### src/rtl/signal_history_pkg.sv
// Shared definitions for the signal_history block.
//   clog2     : ceiling log2, used to size tap select and fill count ports
//   MODE_*    : capture mode encodings for the mode input
//   slice_lo  : low bit index of element idx in a flattened bus of width-bit elements
package signal_history_pkg;

    localparam logic MODE_EVERY  = 1'b0;
    localparam logic MODE_CHANGE = 1'b1;

    function automatic int unsigned clog2(input int unsigned value);
        int unsigned r;
        int unsigned v;
        r = 0;
        v = 1;
        while (v < value) begin
            v = v << 1;
            r = r + 1;
        end
        return r;
    endfunction

    function automatic int unsigned slice_lo(input int unsigned idx, input int unsigned width);
        return idx * width;
    endfunction

endpackage

### src/rtl/sat_counter.sv
// Saturating up-counter with synchronous clear.
//   clk, reset : clock, asynchronous active-high reset
//   inc        : count up by one unless already at MAX
//   clr        : synchronous clear, wins over inc
//   count      : current count
module sat_counter #(
    parameter int unsigned W   = 8,
    parameter logic [W-1:0] MAX = {W{1'b1}}
) (
    input  logic         clk,
    input  logic         reset,
    input  logic         inc,
    input  logic         clr,
    output logic [W-1:0] count
);

    logic [W-1:0] count_q;
    logic [W-1:0] count_d;

    always_comb begin
        count_d = count_q;
        if (clr) begin
            count_d = '0;
        end else if (inc && (count_q != MAX)) begin
            count_d = count_q + 1'b1;
        end
    end

    always_ff @(posedge clk or posedge reset) begin
        if (reset) begin
            count_q <= '0;
        end else begin
            count_q <= count_d;
        end
    end

    assign count = count_q;

endmodule

### src/rtl/signal_history.sv
// Multi-stage history register for one WIDTH-bit signal.
//   clk, reset : clock, asynchronous active-high reset
//   din        : tracked signal
//   en, flush  : sample enable, synchronous clear (flush wins)
//   mode       : MODE_EVERY captures every enabled cycle, MODE_CHANGE only when din != p1
//   tap_sel    : selects stage p(tap_sel+1) onto tap_out, tap_valid flags real data
//   hist       : all stages flattened, p1 in the low WIDTH bits
//   fill       : number of valid stages, saturating at DEPTH
//   rise, fall : per-bit edges of din against p1, zero while history is empty
//   stable_cnt : consecutive enabled samples with din == p1, saturating
module signal_history
    import signal_history_pkg::*;
#(
    parameter int unsigned WIDTH    = 8,
    parameter int unsigned DEPTH    = 4,
    parameter int unsigned STABLE_W = 8
) (
    input  logic                          clk,
    input  logic                          reset,
    input  logic [WIDTH-1:0]              din,
    input  logic                          en,
    input  logic                          flush,
    input  logic                          mode,
    input  logic [clog2(DEPTH)-1:0]       tap_sel,
    output logic [DEPTH*WIDTH-1:0]        hist,
    output logic [WIDTH-1:0]              tap_out,
    output logic                          tap_valid,
    output logic [clog2(DEPTH+1)-1:0]     fill,
    output logic [WIDTH-1:0]              rise,
    output logic [WIDTH-1:0]              fall,
    output logic [STABLE_W-1:0]           stable_cnt
);

    localparam int unsigned FILL_W = clog2(DEPTH + 1);

    logic [DEPTH*WIDTH-1:0] hist_q;
    logic [DEPTH*WIDTH-1:0] hist_d;
    logic [WIDTH-1:0]       p1;
    logic                   empty;
    logic                   same;
    logic                   cap;
    logic                   stable_inc;
    logic                   stable_clr;

    assign p1    = hist_q[WIDTH-1:0];
    assign empty = (fill == '0);
    assign same  = (din == p1);

    // In change mode the first sample is always taken so p1 holds real data.
    assign cap = en && !flush && ((mode == MODE_CHANGE) ? (empty || !same) : 1'b1);

    always_comb begin
        hist_d = hist_q;
        if (flush) begin
            hist_d = '0;
        end else if (cap) begin
            hist_d = {hist_q[(DEPTH-1)*WIDTH-1:0], din};
        end
    end

    always_ff @(posedge clk or posedge reset) begin
        if (reset) begin
            hist_q <= '0;
        end else begin
            hist_q <= hist_d;
        end
    end

    sat_counter #(
        .W   (FILL_W),
        .MAX (FILL_W'(DEPTH))
    ) u_fill (
        .clk   (clk),
        .reset (reset),
        .inc   (cap),
        .clr   (flush),
        .count (fill)
    );

    // Stability tracks enabled samples independent of capture, so it keeps
    // counting in change mode while the history itself is frozen.
    assign stable_inc = en && !flush && !empty && same;
    assign stable_clr = flush || (en && (empty || !same));

    sat_counter #(
        .W (STABLE_W)
    ) u_stable (
        .clk   (clk),
        .reset (reset),
        .inc   (stable_inc),
        .clr   (stable_clr),
        .count (stable_cnt)
    );

    // Out-of-range selects (non-power-of-two DEPTH) match no stage and leave zeros.
    always_comb begin
        tap_out = '0;
        for (int unsigned k = 0; k < DEPTH; k++) begin
            if (32'(tap_sel) == k) begin
                tap_out = hist_q[slice_lo(k, WIDTH) +: WIDTH];
            end
        end
    end

    // fill never exceeds DEPTH, so an out-of-range select is never valid.
    assign tap_valid = (32'(tap_sel) < 32'(fill));

    assign rise = empty ? '0 : (din & ~p1);
    assign fall = empty ? '0 : (~din & p1);
    assign hist = hist_q;

endmodule

### config.mk
export PLATFORM = sky130hd
export DESIGN_NAME = signal_history
export DESIGN_NICKNAME = d
export VERILOG_FILES = /design/src/rtl/signal_history_pkg.sv /design/src/rtl/sat_counter.sv /design/src/rtl/signal_history.sv
export SDC_FILE = /design/constraint.sdc
export NUM_CORES = 1
export LEC_CHECK = 0
export CAP_MARGIN = 20
export CORE_MARGIN = 2
export CORE_UTILIZATION = 40
export CTS_BUF_LIST = sky130_fd_sc_hd__clkbuf_4
export DETAILED_ROUTE_END_ITERATION = 10
export GPL_TIMING_DRIVEN = 1
export MAX_ROUTING_LAYER = met4
export PLACE_DENSITY_LB_ADDON = 0.15
export SYNTH_ARGS = -nofsm -noshare
export SYNTH_HDL_FRONTEND = slang
export SYNTH_SLANG_ARGS = --single-unit
### constraint.sdc
create_clock -name clk -period 4.9 [get_ports clk]
set_input_delay 0.98 -clock clk [delete_from_list [all_inputs] [get_ports clk]]
set_output_delay 0.98 -clock clk [all_outputs]
set_load 0.05 [all_outputs]
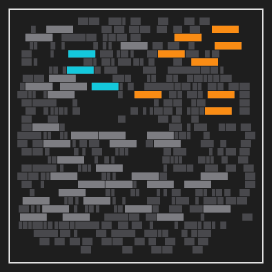
*Flops by top-level scope*
Drawn at 3 px/um. Other sequential cells in the stronger grey, the rest of the logic in the fainter grey.
Key: u_stable = orange [placed flops 8, where north-east]; u_fill = cyan [placed flops 3]
Core Util, Final: 55.7%
Cell Count, Final, Fillers Out: 423
Die ar.: 7050 um^2

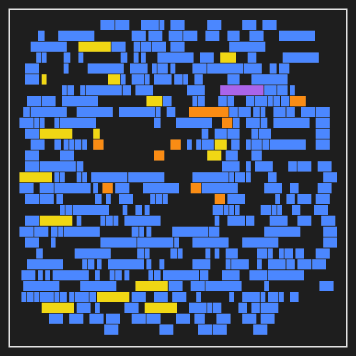
*Drive-strength map*
Drawn at 4 px/um.
Key: _2 cells = yellow [cells 15, share 4.3%]; _0 and _1 cells = blue [cells 321, share 93%]; _6 and larger = purple [cells 1, share 0.29%]; _3 and _4 cells = orange [cells 9, share 2.6%]
worst setup margin: 0.773 ns
Non-clk bufs: 84
Area Growth Syn to Fin: 36.6%
post-route cell area: 3500 um^2

==> impl_metrics.ini <==
; synthesis and place-and-route metrics
[outcome]
status = completed

[logic_synthesis]
async_flop_share_pct = 100
ys_warn_count = 0
avgSynthCellArea_um2 = 9.44
edf_count = 0

[job]
warning_count = 35

[layout]
logic_gates = 189
logic_area_um2 = 1330
largest_class = logic gates
final_cell_mix = clkdlybuf4s50_1 (82), nand2_1 (63), dfrtp_1 (43)
layout_top_cell = clkdlybuf4s50_1

[route]
via_per_inst = 5.16
routed-wl-met3_um = 361
final_antenna_net_count = 0
drc = 0
dr.max_layer_used = met4

[critical_path]
crit_slowest_cell = clkdlybuf4s50_1
cpLargestDelayFamily = buffers and inverters
crit_type = in2out
rr_endpoint = hist[16]

[worst_hold_path]
whs_endpoint = hist[24]

[clock_tree]
hold_buffers = 0
insertion_delay_ns = 0.34

[place]
numPlacedInstances = 415
hpwl_mm = 4.39
routabilityCongestion = 0.900

[floorplanning]
rows = 29
tapCellCount = 77

[final_timing]
finalHoldViolCount = 0
rsz0062_at_grt = false

[grt]
grt_pass1_vias = 2114
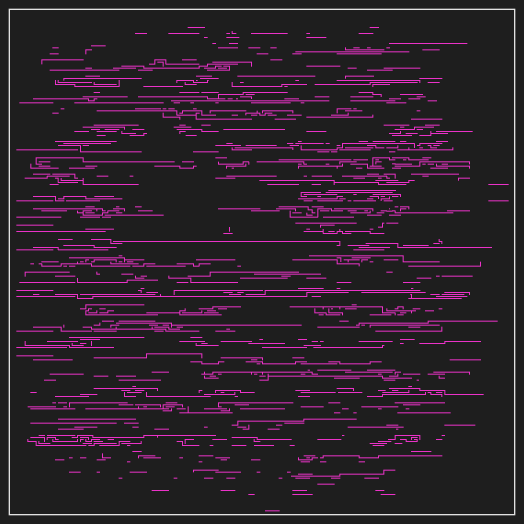
*The metal 1 layer*
Drawn at 6 px/um.
The layer holds 49% of the routed length. The longest straight run is 37.7 um. The wires run mostly horizontal.
final wirelength: 6.25 mm
DR vias: 2184

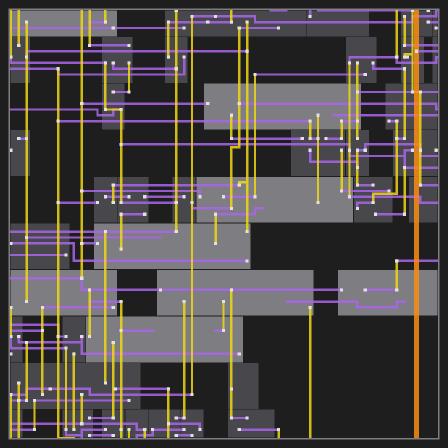
*A small window of the routed layout*
Region (8, 50) to (33, 75) um. Cells in grey, sequential cells in the stronger grey; small squares are vias.
Key: metal 1 = purple; metal 4 = orange; metal 2 = yellow
37 logic cells have their middle in the window. Netlist names of flops here include hist (5), u_fill.count (3). Most frequent: nand2_1 (11), dfrtp_1 (8), o21ai_0 (4). Sequential cells in the window: 8.

cell usage after synthesis, types with 3 or more instances:
| master | count | area [um^2] |
|---|---|---|
| and3_1 | 3 | 18.8 |
| and4_1 | 5 | 43.8 |
| a21oi_1 | 7 | 35.0 |
| and2_1 | 16 | 100 |
| buf_4 | 3 | 22.5 |
| clkbuf_1 | 6 | 22.5 |
| o41ai_1 | 3 | 26.3 |
| o21ai_0 | 24 | 120 |
| ha_1 | 20 | 250 |
| mux4_2 | 8 | 180 |
| nand2_1 | 63 | 236 |
| o21ai_1 | 3 | 15.0 |
| dfrtp_1 | 43 | 1080 |
| o31ai_1 | 9 | 67.6 |
| buf_2 | 6 | 30.0 |
| inv_1 | 21 | 78.8 |
cells by family (layout without fill, tap and decap cells):
family | count (synthesis) | count (layout) | synth area share [%]
DFF | 43 | 43 | 42.1
adders and majority gates | 20 | 20 | 9.78
muxes | 10 | 10 | 7.92
buffers and inverters | 39 | 114 | 6.75
AOI/OAI and AO/OA | 56 | 56 | 13.5
and+or+nand+nor | 103 | 103 | 20.0
stage by stage:
| stage | hold WS (ns) | instance area, um^2 | total power [mW] | setup WS (ns) |
|---|---|---|---|---|
| floorplan | 0.771 | 2560 | 0.557 | 2.00 |
| global placement | 0.525 | 3420 | 0.644 | 0.739 |
| detailed placement | 0.515 | 3420 | 0.646 | 0.740 |
| CTS | 0.561 | 3500 | 0.868 | 0.731 |
| global route | 0.586 | 3500 | 0.902 | 0.661 |
| finish | 0.555 | 3500 | 0.858 | 0.773 |
sequential cells by signal, indices dropped and copies added (netlist names):
signal / count
hist: 32
u_stable.count: 8
u_fill.count: 3
worst reg2reg max path: stages (launching register included):
cell and delay [ns]:
dfrtp_1 0.43, inv_1 0.10, ha_1 0.20, nand2b_1 0.38, a41oi_4 0.68, buf_4 0.48, o21ai_0 0.17
No activity file was given, so power comes from the tool's default toggle rates.
